--- src/rtl/vga_timing_gen_pkg.sv ---
// Shared raster-timing constants and helpers for the VGA output path.
// Defaults describe 640x480 @ 60 Hz with a 25 MHz pixel rate.
package vga_timing_gen_pkg;

  localparam int unsigned CoordW = 10;
  localparam int unsigned MaxTot = 1 << CoordW;

  localparam int unsigned DefHVis  = 640;
  localparam int unsigned DefHFp   = 16;
  localparam int unsigned DefHSync = 96;
  localparam int unsigned DefHBp   = 48;
  localparam int unsigned DefVVis  = 480;
  localparam int unsigned DefVFp   = 10;
  localparam int unsigned DefVSync = 2;
  localparam int unsigned DefVBp   = 33;

  typedef logic [CoordW-1:0] coord_t;

  function automatic int unsigned span_total(input int unsigned vis, input int unsigned fp,
                                             input int unsigned sync, input int unsigned bp);
    return vis + fp + sync + bp;
  endfunction

endpackage

--- src/rtl/vga_timing_gen.sv ---
// Raster timing generator: h/v counters plus a registered decode of coordinates,
// syncs, display enable and line/frame strobes, all advancing on pix_ce.
module vga_timing_gen
  import vga_timing_gen_pkg::*;
#(
  parameter int unsigned H_VIS    = DefHVis,
  parameter int unsigned H_FP     = DefHFp,
  parameter int unsigned H_SYNC   = DefHSync,
  parameter int unsigned H_BP     = DefHBp,
  parameter int unsigned V_VIS    = DefVVis,
  parameter int unsigned V_FP     = DefVFp,
  parameter int unsigned V_SYNC   = DefVSync,
  parameter int unsigned V_BP     = DefVBp,
  parameter bit          SYNC_POL = 1'b0
) (
  input  logic              clk,
  input  logic              rst_n,
  input  logic              pix_ce,
  output logic [CoordW-1:0] pix_x,
  output logic [CoordW-1:0] pix_y,
  output logic              hsync,
  output logic              vsync,
  output logic              de,
  output logic              line_start,
  output logic              frame_start,
  output logic [7:0]        frame_count
);

  localparam int unsigned HTot = span_total(H_VIS, H_FP, H_SYNC, H_BP);
  localparam int unsigned VTot = span_total(V_VIS, V_FP, V_SYNC, V_BP);

  localparam coord_t HLast      = coord_t'(HTot - 1);
  localparam coord_t VLast      = coord_t'(VTot - 1);
  localparam coord_t HVis       = coord_t'(H_VIS);
  localparam coord_t VVis       = coord_t'(V_VIS);
  localparam coord_t HSyncStart = coord_t'(H_VIS + H_FP);
  localparam coord_t HSyncEnd   = coord_t'(H_VIS + H_FP + H_SYNC);
  localparam coord_t VSyncStart = coord_t'(V_VIS + V_FP);
  localparam coord_t VSyncEnd   = coord_t'(V_VIS + V_FP + V_SYNC);

  if (HTot > MaxTot || VTot > MaxTot) begin : g_bad_timing
    $error("vga_timing_gen: H_TOT or V_TOT does not fit the coordinate width");
  end

  coord_t h_cnt;
  coord_t v_cnt;

  always_ff @(posedge clk) begin
    if (!rst_n) begin
      h_cnt       <= '0;
      v_cnt       <= '0;
      frame_count <= '0;
    end else if (pix_ce) begin
      if (h_cnt == HLast) begin
        h_cnt <= '0;
        if (v_cnt == VLast) begin
          v_cnt       <= '0;
          frame_count <= frame_count + 8'd1;
        end else begin
          v_cnt <= v_cnt + 1'b1;
        end
      end else begin
        h_cnt <= h_cnt + 1'b1;
      end
    end
  end

  // Decode uses the pre-increment counts so every output describes the same pixel.
  always_ff @(posedge clk) begin
    if (!rst_n) begin
      pix_x       <= '0;
      pix_y       <= '0;
      de          <= 1'b0;
      hsync       <= ~SYNC_POL;
      vsync       <= ~SYNC_POL;
      line_start  <= 1'b0;
      frame_start <= 1'b0;
    end else if (pix_ce) begin
      pix_x       <= h_cnt;
      pix_y       <= v_cnt;
      de          <= (h_cnt < HVis) && (v_cnt < VVis);
      hsync       <= (h_cnt >= HSyncStart && h_cnt < HSyncEnd) ? SYNC_POL : ~SYNC_POL;
      vsync       <= (v_cnt >= VSyncStart && v_cnt < VSyncEnd) ? SYNC_POL : ~SYNC_POL;
      line_start  <= (h_cnt == '0);
      frame_start <= (h_cnt == '0) && (v_cnt == '0);
    end else begin
      line_start  <= 1'b0;
      frame_start <= 1'b0;
    end
  end

endmodule

--- config.mk ---
export PLATFORM = sky130hd
export DESIGN_NAME = vga_timing_gen
export DESIGN_NICKNAME = d
export VERILOG_FILES = /design/src/rtl/vga_timing_gen_pkg.sv /design/src/rtl/vga_timing_gen.sv
export SDC_FILE = /design/constraint.sdc
export NUM_CORES = 1
export LEC_CHECK = 0
export CAP_MARGIN = 20
export CORE_AREA = 2 2 80 82
export DETAILED_ROUTE_END_ITERATION = 10
export DIE_AREA = 0 0 82 84
export PLACE_DENSITY_LB_ADDON = 0.3
export SETUP_SLACK_MARGIN = 0.5
export SLEW_MARGIN = 20
export SYNTH_ARGS = -nofsm -noshare
export SYNTH_HDL_FRONTEND = slang
export SYNTH_SLANG_ARGS = --single-unit
--- constraint.sdc ---
create_clock -name clk -period 1.7 [get_ports clk]
set_input_delay 0.34 -clock clk [delete_from_list [all_inputs] [get_ports clk]]
set_output_delay 0.34 -clock clk [all_outputs]
set_load 0.03 [all_outputs]
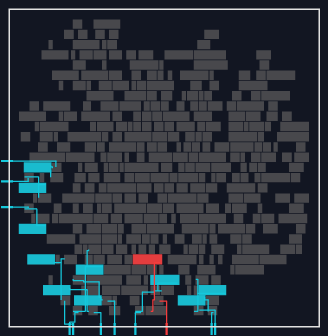
**Above:** run 1 (wires at chosen ports, followed through buffers).
- hsync: red (bits 1; direction output; end cells 1; buffers 1; wire 23.4 microns)
- pix_x: cyan (bits 10; direction output; end cells 10; buffers 10; wire 195 microns)

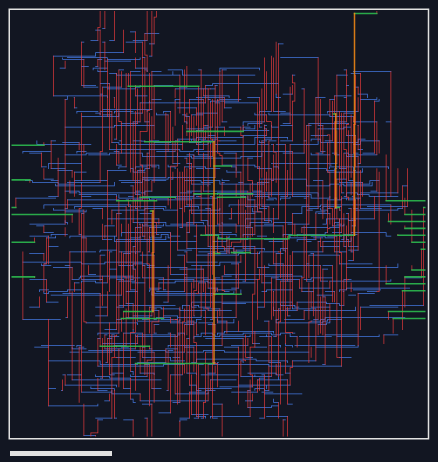
**Above:** run 1 (metal layers overlaid).
Bar = 20 microns.
- M2: red (wire length 3570 microns)
- M1: blue (wire length 2990 microns)
- M3: green (wire length 254 microns)
- M4: orange (wire length 125 microns)

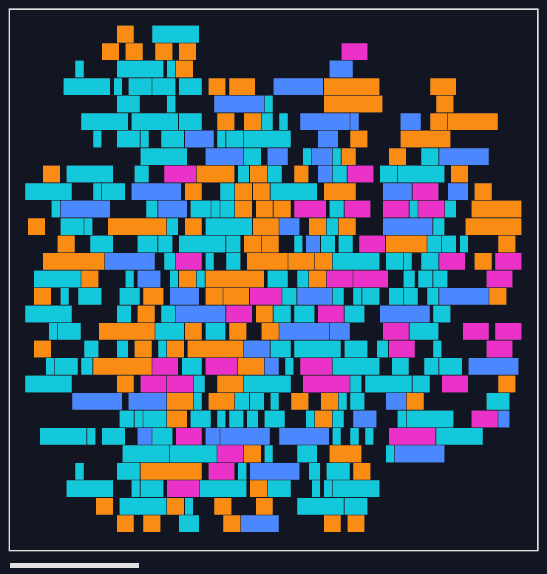
**Above:** run 1 (cells by drive strength).
Bar = 20 microns.
- x1 and smaller: cyan (cells 177; share 50%)
- x2: blue (cells 45; share 13%)
- x6 and larger: magenta (cells 36; share 10%)
- x3 and x4: orange (cells 96; share 27%)
min setup slack post-route: -0.000336 ns
bufs w/o clock: 97
synthesis-to-finish area growth: 58.0%
final standard cell area without fillers: 0.00373 sq mm

==> results.md, run 1 <==
| Group | Quantity | Value |
| --- | --- | --- |
| global route | GR Util met1 | 25.9% |
| final timing | Min setup slack post-route | -0.000336 ns |
| pwr | Power share of the combinational group | 7.2% |
| final layout | Utilization after layout | 61.2% |
| setup path | Endpoint of the worst-slack reg-to-reg timing path | v_cnt[7] |
| routing | DR iter-0 viols | 127 |
| routing | Top sig layer | met4 |
| setup path | Type of destination of the critical path | flop |
| final timing | Setup-violating endpoint count in the final report | 1 |
| floorplan | Die width | 82 microns |
| floorplan | Die area | 0.00689 sq mm |
| run status | Failing checks | negative setup slack |
| flow run | Number of max-cap violations | 0 |
| final layout | Fillcell total | 515 |
| routing | Count of nets left with antenna violations after detail routing | 0 |
| final layout | Sequential cell area | 0.00110 sq mm |
| final layout | Cell class ranked first by area | combinational gates |
| setup path | Largest stage delay, worst path | 0.40 ns |
| global route | Antenna violations before repair | 0 |
| placed design | Post-placement setup slack | -0.331 ns |
| clock network | Number of levels in the clock H-tree | 2 |
| synthesis | Number of cells in Yosys stat | 263 |
| setup path | Arrival time at the worst endpoint | 1.95 ns |
| clock network | TritonCTS clock tree | yes |
| final timing | RSZ-0062 raised after global routing | true |
| run status | Result of the run | finished, violations left |
| placed design | Detail Placement HPWL | 4070 microns |
| pwr | Max IR drop VDD | 0.368 mV |
==> run 1: cell usage after synthesis, types with 2 or more instances <==
cell / count / area share, %
sky130_fd_sc_hd__a21oi_1: 14 / 3.0
sky130_fd_sc_hd__and2_1: 2 / 0.53
sky130_fd_sc_hd__and3_1: 5 / 1.3
sky130_fd_sc_hd__and4_1: 2 / 0.74
sky130_fd_sc_hd__buf_2: 2 / 0.42
sky130_fd_sc_hd__buf_4: 3 / 0.95
sky130_fd_sc_hd__clkbuf_1: 9 / 1.4
sky130_fd_sc_hd__dfxtp_1: 53 / 45
sky130_fd_sc_hd__ha_1: 5 / 2.6
sky130_fd_sc_hd__inv_1: 6 / 0.95
sky130_fd_sc_hd__mux2i_1: 22 / 9.3
sky130_fd_sc_hd__nand2_1: 15 / 2.4
sky130_fd_sc_hd__nand2b_1: 4 / 1.1
sky130_fd_sc_hd__nand3_1: 9 / 1.9
sky130_fd_sc_hd__nand4_1: 14 / 3.7
sky130_fd_sc_hd__nand4b_1: 2 / 0.74
sky130_fd_sc_hd__nor2_1: 40 / 6.4
sky130_fd_sc_hd__nor2b_1: 2 / 0.53
sky130_fd_sc_hd__nor3_1: 4 / 0.85
sky130_fd_sc_hd__nor4_1: 4 / 1.1
sky130_fd_sc_hd__o21ai_0: 4 / 0.85
sky130_fd_sc_hd__o311ai_0: 2 / 0.74
sky130_fd_sc_hd__o31ai_1: 8 / 2.5
sky130_fd_sc_hd__or3_1: 2 / 0.53
sky130_fd_sc_hd__or4_1: 7 / 2.2
sky130_fd_sc_hd__xnor2_1: 3 / 1.1
sky130_fd_sc_hd__xor2_1: 9 / 3.3
==> run 1: worst min-delay path, delay by kind of cell, from the launching register on <==
kind / cells / cell delay, ns
compound gates: 2 / 0.12
flops: 1 / 0.34
==> run 2, diff against run 1 <==
--- a/config.mk
+++ b/config.mk
@@ -5,10 +5,11 @@
 export SDC_FILE = /design/constraint.sdc
 export NUM_CORES = 1
 export LEC_CHECK = 0
+export ABC_AREA = 1
 export CAP_MARGIN = 20
-export CORE_AREA = 2 2 80 82
+export CORE_AREA = 2 2 82 84
 export DETAILED_ROUTE_END_ITERATION = 10
-export DIE_AREA = 0 0 82 84
+export DIE_AREA = 0 0 84 86
 export PLACE_DENSITY_LB_ADDON = 0.3
 export SETUP_SLACK_MARGIN = 0.5
 export SLEW_MARGIN = 20
==> results.md, run 2 <==
| Group | Quantity | Value | Delta |
| --- | --- | --- | --- |
| run status | Result of the run | completed |  |
| global route | Global route total overflow | 0 |  |
| final timing | Final cycle utilization of the critical path | 86.9% |  |
| synthesis | Mean instance size in the synthesized netlist | 7.10 sq um |  |
| clock network | Post-CTS Hold Fix Bufs | 0 |  |
| hold path | Min-Delay Path Depth | 2 |  |
| clock network | TritonCTS clock tree | yes |  |
| placed design | Post-placement setup slack | -0.117 ns | +0.215 ns |
| routing | Count of nets left with antenna violations after detail routing | 0 | unchanged |
| setup path | Arrival time at the worst endpoint | 1.68 ns | -0.27 ns |
| synthesis | Unique cell type count in the Yosys netlist | 27 |  |
| setup path | Type of destination of the critical path | flop |  |
| setup path | Endpoint of the worst-slack reg-to-reg timing path | v_cnt[1] |  |
| final layout | Synthesis-to-finish area growth | 37.7% |  |
| clock network | Number of levels in the clock H-tree | 2 | unchanged |
| synthesis | Synth top cells by count | 85 x sky130_fd_sc_hd__nand2_1, 53 x sky130_fd_sc_hd__dfxtp_1, 38 x sky130_fd_sc_hd__nor2_1, 37 x sky130_fd_sc_hd__inv_1, 35 x sky130_fd_sc_hd__a21oi_1 |  |
| final timing | Min setup slack post-route | 0.222 ns | +0.222 ns |
| synthesis | Number of cells in Yosys stat | 344 | +31% |
| pwr | Switching fraction of total power | 24.9% |  |
| placed design | Detail Placement HPWL | 4200 microns | +3.2% |
| flow run | Number of max-cap violations | 0 | unchanged |
| final layout | Final standard cell area without fillers | 0.00336 sq mm | -9.9% |
| synthesis | Sequential share of the synthesized area | 43.4% |  |
| synthesis | Biggest area consumer among synthesized cells | sky130_fd_sc_hd__dfxtp_1 |  |
| synthesis | Cells taking the most area after synthesis | sky130_fd_sc_hd__dfxtp_1 43%, sky130_fd_sc_hd__nand2_1 13%, sky130_fd_sc_hd__a21oi_1 7.2% |  |
| synthesis | Area fraction of the dominant cell type after synthesis | 43.4% | -1.5 points |
| final timing | RSZ-0062 raised after global routing | true |  |
| pwr | P per Cell Area | 712 mW/mm^2 |  |
| pwr | Power share of the combinational group | 10.9% | +3.7 points |
| global route | Antenna violations before repair | 0 | unchanged |
| pwr | Max IR drop VDD | 0.430 mV | +17% |
| final timing | Final Hold Violating Endpoints | 0 |  |
| routing | Iteration tally of the first detailed-router pass | 4 |  |
| final layout | Most frequent logic cell in the layout | sky130_fd_sc_hd__nand2_1 |  |
| setup path | Slack of the worst reg-to-reg path | 0.22 ns |  |
| synthesis | Library cell with the highest instance count after synthesis | sky130_fd_sc_hd__nand2_1 |  |
| final timing | Setup-violating endpoint count in the final report | 0 | -1 |
| floorplan | Die area | 0.00722 sq mm | +4.9% |
| routing | Detailed-route vias per instance | 4.95 |  |
run 2: netlist changes by cell type in the layout (fill, tap and decap cells not counted), sizes merged, moves of 17 or more:
cell / before / now
nand2: 15 / 88
a21oi: 14 / 35
buf: 94 / 67
inv: 7 / 38
mux2i: 22 / 0
o21ai: 5 / 22
run 2: layer usage:
layer  vias to the layer above  global-route usage, %  share of wire [%]
li1                       1231                      -                  -
met1                      1109                   21.5                 46
met2                        56                   29.1                 49
met3                        11                   2.89                3.6
met4                         0                   6.60                1.6
met5                         -                      0                  0
run 2: layout make-up:
class                   instances  area, sq um
fillers                       615         2920
multi-input cells             239         1350
flip-flops and latches         53         1100
repair buffers                 71          564
inverters                      39          149
well taps                      77         96.3
clock buffers                   5         68.8
clock inverters                 2         35.0
run 2: repair_timing:
action                     CTS  global route
setup endpoints to repair   86            72
resized                    205            82
pin swaps                   10             7
buffers inserted             5            11
run 2: critical path, stage by stage (launching register included):
cell,delay [ns]
sky130_fd_sc_hd__dfxtp_2,0.37
sky130_fd_sc_hd__ha_4,0.15
sky130_fd_sc_hd__nand3_4,0.08
sky130_fd_sc_hd__nor2_4,0.15
sky130_fd_sc_hd__nand2_2,0.10
sky130_fd_sc_hd__nor2_4,0.17
sky130_fd_sc_hd__nand2_2,0.09
sky130_fd_sc_hd__nand2_4,0.10
sky130_fd_sc_hd__buf_4,0.12
sky130_fd_sc_hd__nor2_1,0.03
run 2: kinds of logic (layout without fill, tap and decap cells):
group           Yosys count  after routing  share of synthesized area, %
compound gates           59             59                          12.3
flops                    53             53                          43.4
fa+ha+maj                 5              5                          2.56
buf+inv                  52            117                          8.55
xor+xnor                  6              6                          2.15
simple gates            169            169                          31.0
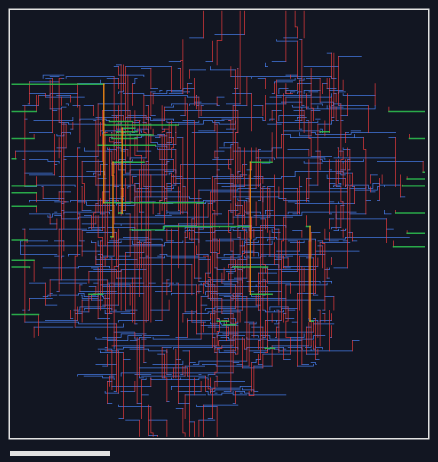
**Above:** run 2 (metal layers overlaid).
Bar = 20 microns.
- M3: green (wire length 225 microns)
- M4: orange (wire length 101 microns)
- M2: red (wire length 3050 microns)
- M1: blue (wire length 2820 microns)

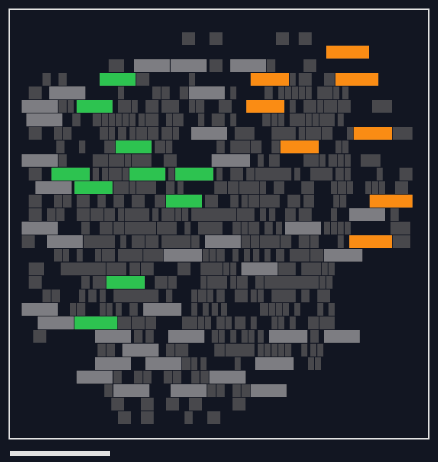
**Above:** run 2 (sequential cells coloured by netlist name).
Bar = 20 microns.
- frame_count: orange (placed flops 8)
- h_cnt: green (placed flops 10)

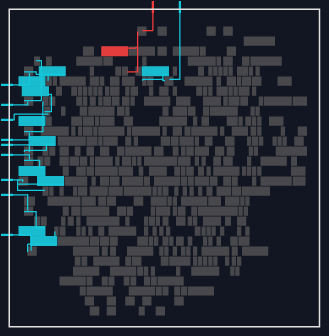
**Above:** run 2 (wires at chosen ports, followed through buffers).
- hsync: red (bits 1; direction output; end cells 1; buffers 1; wire 24.7 microns)
- pix_x: cyan (bits 10; direction output; end cells 10; buffers 10; wire 212 microns)
IO Count: 36
count of buffers inserted at the top-level ports: 35

==> run 3, diff against run 2 <==
--- a/config.mk
+++ b/config.mk
@@ -6,7 +6,6 @@
 export NUM_CORES = 1
 export LEC_CHECK = 0
 export ABC_AREA = 1
-export CAP_MARGIN = 20
 export CORE_AREA = 2 2 82 84
 export DETAILED_ROUTE_END_ITERATION = 10
 export DIE_AREA = 0 0 84 86
==> results.md, run 3 <==
| Group | Quantity | Value | Delta |
| --- | --- | --- | --- |
| synthesis | Cells taking the most area after synthesis | sky130_fd_sc_hd__dfxtp_1 43%, sky130_fd_sc_hd__nand2_1 13%, sky130_fd_sc_hd__a21oi_1 7.2% |  |
| flow run | Number of max-cap violations | 0 | unchanged |
| pwr | Max IR drop VDD | 0.430 mV | unchanged |
| routing | Detailed-route vias per instance | 4.95 | unchanged |
| synthesis | Sequential share of the synthesized area | 43.4% | unchanged |
| synthesis | Unique cell type count in the Yosys netlist | 27 | unchanged |
| setup path | Cell Chain, Critical Path | ha_4 > nand3_4 > nor2_4 > nand2_2 > nor2_4 > nand2_2 > nand2_4 > buf_4 > nor2_1 |  |
| synthesis | Mean instance size in the synthesized netlist | 7.10 sq um | unchanged |
| placed design | Post-placement setup slack | -0.117 ns | unchanged |
| placed design | Detail Placement HPWL | 4200 microns | unchanged |
| pwr | P per Cell Area | 712 mW/mm^2 | unchanged |
| clock network | Number of levels in the clock H-tree | 2 | unchanged |
| synthesis | Synth top cells by count | 85 x sky130_fd_sc_hd__nand2_1, 53 x sky130_fd_sc_hd__dfxtp_1, 38 x sky130_fd_sc_hd__nor2_1, 37 x sky130_fd_sc_hd__inv_1, 35 x sky130_fd_sc_hd__a21oi_1 |  |
| final layout | Most frequent logic cell in the layout | sky130_fd_sc_hd__nand2_1 |  |
| routing | Met1 layer wirelength in the final routing | 2820 microns | unchanged |
| floorplan | IO Count | 36 | unchanged |
| final layout | Synthesis-to-finish area growth | 37.7% | unchanged |
| floorplan | Die area | 0.00722 sq mm | unchanged |
| clock network | TritonCTS clock tree | yes |  |
| routing | Iteration tally of the first detailed-router pass | 4 | unchanged |
| run status | Result of the run | completed |  |
| setup path | Largest stage delay, worst path | 0.37 ns | about the same |
| routing | Amount of wire on met3 after detailed routing | 224 microns | unchanged |
| final timing | Final Hold Violating Endpoints | 0 | unchanged |
| final timing | RSZ-0062 raised after global routing | true |  |
| setup path | Top delay family on crit path | simple AND/OR/NAND/NOR gates |  |
| final layout | Area taken by multi-input logic gates | 0.00135 sq mm | unchanged |
| setup path | Arrival time at the worst endpoint | 1.68 ns | about the same |
| routing | Top sig layer | met4 |  |
| placed design | Count of buffers inserted at the top-level ports | 35 | unchanged |
run 3: final cells by class:
type                            count  area share, %
Inverter                           39           4.43
Sequential cell                    53           32.6
Clock buffer                        5           2.05
Timing Repair Buffer               71           16.8
Tap cell                           77           2.87
Multi-Input combinational cell    239           40.2
Clock inverter                      2           1.04
run 3: worst max-delay path by stage:
stage,end,slack (ns),start,cells after the start
finish,v_cnt[1],0.22,h_cnt[0],9
global route,frame_count[2],0.12,h_cnt[0],10
CTS,frame_count[3],0.30,h_cnt[0],10
detailed placement,frame_start,-0.12,pix_ce,5
global placement,frame_start,-0.10,pix_ce,5
floorplan,h_cnt[9],0.35,h_cnt[1],9
run 3: kinds of logic after synthesis:
logic type,after synthesis,share of synthesized area [%]
compound gates,59,12.3
buf+inv,52,8.55
flops,53,43.4
xor+xnor,6,2.15
simple gates,169,31.0
fa+ha+maj,5,2.56
run 3: metrics by stage:
step / total power [uW] / cell area [sq um] / std cells
finish: 2390 / 3360 / 486
global route: 2480 / 3360 / 486
CTS: 2370 / 3110 / 475
detailed placement: 1560 / 3010 / 463
global placement: 1550 / 3010 / 463
floorplan: 1460 / 2480 / 344
run 3: power breakdown:
group / switching [uW] / leakage [uW] / internal, uW / total [uW]
clock: 418 / 0.0000540 / 429 / 847
sequential: 18.7 / 0.000442 / 1270 / 1290
combinational: 159 / 0.000994 / 102 / 261
total: 596 / 0.00149 / 1800 / 2390
run 3: routing by layer:
layer	vias up	GRT usage [%]
li1	1231	-
met1	1109	21.5
met2	56	29.1
met3	11	2.89
met4	0	6.60
met5	-	0
run 3: repair_timing:
item,4_1_cts,5_1_grt
setup buffers,5,11
resized,205,82
setup endpoints to repair,86,72
hold buffers,0,0
pin swaps,10,7
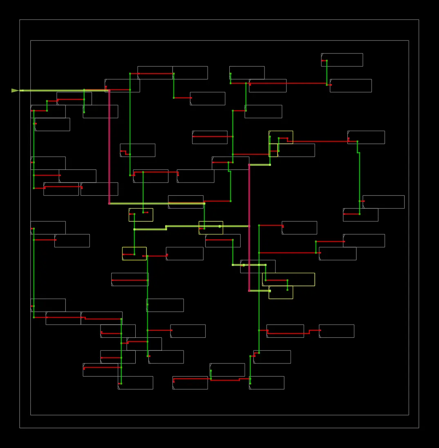
**Above:** run 3 (clock routing).
# clk buffers: 5
power in the clock group: 847 uW

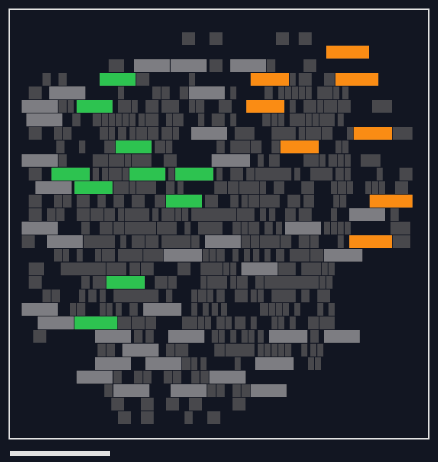
**Above:** run 3 (sequential cells coloured by netlist name).
Bar = 20 microns.
- frame_count: orange (placed flops 8)
- h_cnt: green (placed flops 10)

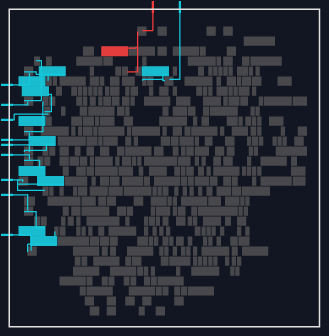
**Above:** run 3 (wires at chosen ports, followed through buffers).
- hsync: red (bits 1; direction output; end cells 1; buffers 1; wire 24.7 microns)
- pix_x: cyan (bits 10; direction output; end cells 10; buffers 10; wire 212 microns)

Power figures rest on the tool's default switching activity, not on a simulated workload.
